==> images/m1.png <==
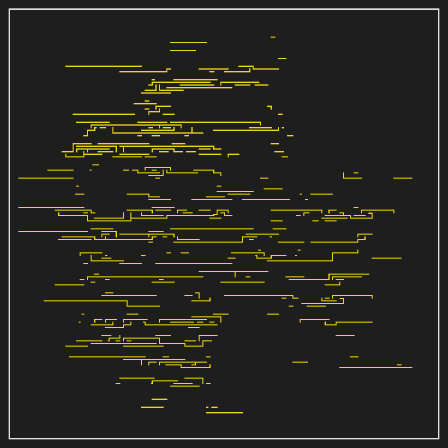
==> images/clock_wires.png <==
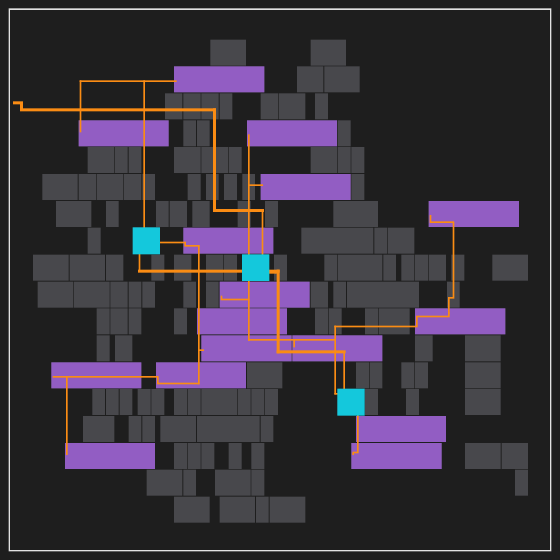
--- src/rtl/maj_vote_pkg.sv ---
// maj_vote_pkg: shared state type and constants for the majority vote controller
package maj_vote_pkg;
  typedef enum logic [1:0] {IDLE, COLLECT, EVAL, HOLD} state_t;
  localparam int NUM_VOTERS = 5;
  localparam int ID_W = 3;
  localparam int MAJ_THRESHOLD = 3;
endpackage

--- src/rtl/maj5_eval.sv ---
// maj5_eval: popcount of recorded yes-votes and the resulting majority bit
module maj5_eval import maj_vote_pkg::*; (
  input  logic [NUM_VOTERS-1:0] votes,
  input  logic [NUM_VOTERS-1:0] mask,
  output logic [2:0]            yes_count,
  output logic                  majority
);
  logic [NUM_VOTERS-1:0] yes;
  always_comb begin
    yes = votes & mask;
    yes_count = '0;
    for (int i = 0; i < NUM_VOTERS; i++) yes_count = yes_count + 3'(yes[i]);
    majority = yes_count >= 3'(MAJ_THRESHOLD);
  end
endmodule

--- src/rtl/majority_vote_ctrl.sv ---
// majority_vote_ctrl: 5-voter ballot collection and majority decision; MAJ_VOTE_TIMEOUT_EN adds a round timeout
module majority_vote_ctrl import maj_vote_pkg::*; #(
  parameter int TIMEOUT_CYCLES = 16,
  parameter int CNT_W = $clog2(TIMEOUT_CYCLES)
) (
  input  logic            clk,
  input  logic            rst_n,
  input  logic            start_i,
  input  logic            abort_i,
  output logic            busy_o,
  input  logic            ballot_valid_i,
  input  logic [ID_W-1:0] ballot_id_i,
  input  logic            ballot_val_i,
  output logic            ballot_ready_o,
  output logic            result_valid_o,
  input  logic            result_ready_i,
  output logic            result_o,
  output logic [2:0]      yes_count_o,
  output logic [4:0]      rcvd_mask_o,
  output logic            timed_out_o
);
  state_t state, state_nxt;
  logic [NUM_VOTERS-1:0] mask, mask_nxt, votes, votes_nxt, sel, hit;
  logic enter, timeout, eval_maj;
  logic [2:0] eval_yes;
  maj5_eval u_eval (
    .votes(votes),
    .mask(mask),
    .yes_count(eval_yes),
    .majority(eval_maj)
  );
  assign busy_o = state != IDLE;
  assign ballot_ready_o = state == COLLECT;
  assign result_valid_o = state == HOLD;
  assign rcvd_mask_o = mask;
  always_comb begin
    sel = (ballot_id_i != '0 && ballot_id_i <= ID_W'(NUM_VOTERS)) ? NUM_VOTERS'(1) << (ballot_id_i - 1'b1) : '0;
    hit = sel & ~mask & {NUM_VOTERS{ballot_valid_i & ballot_ready_o}};
    mask_nxt = mask | hit;
    votes_nxt = votes | (hit & {NUM_VOTERS{ballot_val_i}});
    enter = state == IDLE && start_i && !abort_i;
    state_nxt = state;
    if (abort_i) state_nxt = IDLE;
    else if (state == IDLE) state_nxt = start_i ? COLLECT : IDLE;
    else if (state == COLLECT) state_nxt = (&mask_nxt || timeout) ? EVAL : COLLECT;
    else if (state == EVAL) state_nxt = HOLD;
    else state_nxt = result_ready_i ? IDLE : HOLD;
  end
  always_ff @(posedge clk or negedge rst_n)
    if (!rst_n) begin
      state <= IDLE;
      mask <= '0;
      votes <= '0;
      result_o <= 1'b0;
      yes_count_o <= '0;
    end else begin
      state <= state_nxt;
      mask <= (abort_i || enter) ? '0 : mask_nxt;
      votes <= enter ? '0 : votes_nxt;
      if (state == EVAL && !abort_i) begin
        result_o <= eval_maj;
        yes_count_o <= eval_yes;
      end
    end
`ifdef MAJ_VOTE_TIMEOUT_EN
  logic [CNT_W-1:0] cnt;
  assign timeout = cnt == CNT_W'(TIMEOUT_CYCLES - 1);
  always_ff @(posedge clk or negedge rst_n)
    if (!rst_n) begin
      cnt <= '0;
      timed_out_o <= 1'b0;
    end else begin
      cnt <= enter ? '0 : state == COLLECT ? cnt + CNT_W'(1) : cnt;
      timed_out_o <= enter ? 1'b0 : (state == EVAL && !abort_i) ? ~&mask : timed_out_o;
    end
`else
  assign timeout = 1'b0;
  assign timed_out_o = 1'b0;
`endif
endmodule

--- config.mk ---
export PLATFORM = sky130hd
export DESIGN_NAME = majority_vote_ctrl
export DESIGN_NICKNAME = d
export VERILOG_FILES = /design/src/rtl/maj_vote_pkg.sv /design/src/rtl/maj5_eval.sv /design/src/rtl/majority_vote_ctrl.sv
export SDC_FILE = /design/constraint.sdc
export NUM_CORES = 1
export LEC_CHECK = 0
export ABC_AREA = 1
export CAP_MARGIN = 20
export CORE_MARGIN = 2
export CORE_UTILIZATION = 35
export DETAILED_ROUTE_END_ITERATION = 16
export SETUP_SLACK_MARGIN = 0.1
export SLEW_MARGIN = 20
export SYNTH_ARGS = -nofsm -noshare
export SYNTH_HDL_FRONTEND = slang
export SYNTH_SLANG_ARGS = --single-unit
--- constraint.sdc ---
create_clock -name clk -period 2.31 [get_ports clk]
set_clock_uncertainty 0.05 [all_clocks]
set_input_delay 0.462 -clock clk [delete_from_list [all_inputs] [get_ports clk]]
set_output_delay 0.462 -clock clk [all_outputs]
set_load 0.005 [all_outputs]
==> results.yml <==
# synthesis and place-and-route metrics
finish:
  fin_util: 0.4888
  ff_count: 16
  nonClkBufAreaFrac: 0.2065
  nets: 161
  nClkBuffers: 3
  comb_area_um2: 386.6
  fin_cells: 175
  comb_share: 0.3222
  post_route_cells_drive_above_1_share: 0.08966
  multi_input_comb_cells: 72
  area_delta_synth_final_pct: 33.75
  largest_class: "sequential cells"
  clk_share: 0.01877
  regArea_um2: 400.4
  seq_share: 0.3337
global_routing:
  grt_pass1_vias: 749
  grt_pass1_wl_mm: 3.056
  antenna_found_initial: 0
  grtUsageTotal: 0.1490
  use_met2: 0.2460
  met1_usage: 0.1810
power_and_ir_drop:
  power_report.internal_total_mw: 0.3911
  switching_share: 0.2540
  finalPower_mw: 0.5243
  seqPwrFrac: 0.570
  p_per_area_nw_per_um2: 436.9
  power.switching_mw: 0.1332
  clkPwrFrac: 0.277
  leakagePower_nw: 0.5759
synthesis:
  ys.warnings.count: 0
  post_synth_num_cell_types: 18
  top_logic_kind: "simple AND/OR/NAND/NOR gates"
  postSynthCellCount: 117
  synth_xor_xnor_area_share: 0
  synthAoiAreaFrac: 0.07950
  ys_seq_frac: 0.4463
  top_cells_by_count: "inv_1 (28), nand2_1 (24), nor2_1 (18)"
  synth_adder_area_share: 0.07252
  ys_sh_mux: 0
  async_flop_share: 1.000
  synth.top_cell.area_share: 0.4463
  synthSimpleGateAreaFrac: 0.2720
  yosys_cells: 117
  top_cell: "inv_1"
  synth_area_per_cell_um2: 7.668
  topCellsByArea: "dfrtp_1 (45%), inv_1 (12%), nand2_1 (10%), nor2_1 (7.5%), nand3_1 (5.0%)"
  yosysChipArea_um2: 897.1
place:
  portBuffers: 21
  dp_cells: 170
  dpl.hpwl_mm: 1.445
floorplanning:
  core_um2: 2455
  num_rows: 18
  io_pins: 23
  die_x_um: 54.63
worst_setup_path:
  timing.critical_path.cells: "nand2_1, inv_1, ha_1, inv_2, fa_1, inv_1, ha_1, inv_1, fa_1, buf_4, o21ai_1"
  crit_type: "reg2reg"
  r2r_cells: 11
  required_ns: 2.48
  cp_max_fo: 2
  start_kind: "flip-flop"
  critPathSlowestCell: "fa_1"
  cp-end-kind: "flip-flop"
route:
  met2_length_um: 873
  drt_first_pass_iters: 4
  drt_iter0_drc: 8
  routed_wl_mm: 1.806
  wirelength_met1_um: 831
  drcViolationCount: 0
  routed-wl-met3_um: 82
outcome:
  status: "finished with violations"
  violations: "negative setup slack"
clock_network:
  htreeDepth: 1
  clock_latency_ns: 0.29
  cts_hold_buf: 0
  cts_buffers: 3
  path_clk_slew_ns: 0.09
  cts.sinks: 16
  cts_root_buffer: "clkbuf_4"
sta:
  min_period_ns: 2.348
  finalClockPeriodUsage: 1.016
  drv_slew: 0
  setup_ws_ns: -0.03759
  finalSetupViolations: 1
  fin_setup_tns_ns: -0.03759
  max_freq_mhz: 426.0
run:
  cap_violations: 0
Notes on m1.png above:
share of all routed wire = 46%
main direction = horizontal
wire length on this layer = 832 um

Notes on clock_wires.png above:
clock wires -> orange  # length 227 um
flip-flops -> purple  # count 16
clock-net drivers -> cyan  # count 3
routed clock nets = 4

==> registers in the layout, indices dropped and copies added (netlist names) <==
name,cells
rcvd_mask_o,5
votes,5
result_o,1
yes_count_o,3
state,2
==> final timing paths <==
kind / from / to / slack (ns)
hold reg to reg: yes_count_o[0]$_DFFE_PN0P_ / yes_count_o[0]$_DFFE_PN0P_ / 0.43
max in group asynchronous: rst_n / rcvd_mask_o[2]$_DFF_PN0_ / 1.60
setup / recovery: rcvd_mask_o[1]$_DFF_PN0_ / yes_count_o[1]$_DFFE_PN0P_ / -0.04
hold / removal: rst_n / yes_count_o[2]$_DFFE_PN0P_ / 0.43
min in group clk: yes_count_o[0]$_DFFE_PN0P_ / yes_count_o[0]$_DFFE_PN0P_ / 0.43
setup reg to reg: rcvd_mask_o[1]$_DFF_PN0_ / yes_count_o[1]$_DFFE_PN0P_ / -0.04
==> what timing repair did <==
item / in CTS / in global routing
setup endpoints to repair: 3 / 3
buffers inserted: 1 / 1
resized: 0 / 1
pin swaps: 1 / 1
==> power by group through the flow <==
stage	clock, mW	sequential, mW	combinational (mW)
final	0.145	0.299	0.0802
after CTS	0.155	0.299	0.0814
after global routing	0.166	0.300	0.0902
after floorplan	0	0.304	0.0327
after detailed placement	0	0.305	0.0809
after global placement	0	0.304	0.0797
==> stage by stage <==
| stage | setup WS (ns) | cell area [um^2] |
|---|---|---|
| 6_report | -0.03759 | 1200 |
| 5_1_grt | -0.1750 | 1200 |
| 4_1_cts | -0.0001710 | 1192 |
| 3_5_place_dp | -0.01186 | 1162 |
| 3_3_place_gp | 0.05025 | 1162 |
| 2_1_floorplan | 0.04859 | 899.6 |
Power and IR drop assume default switching activity.
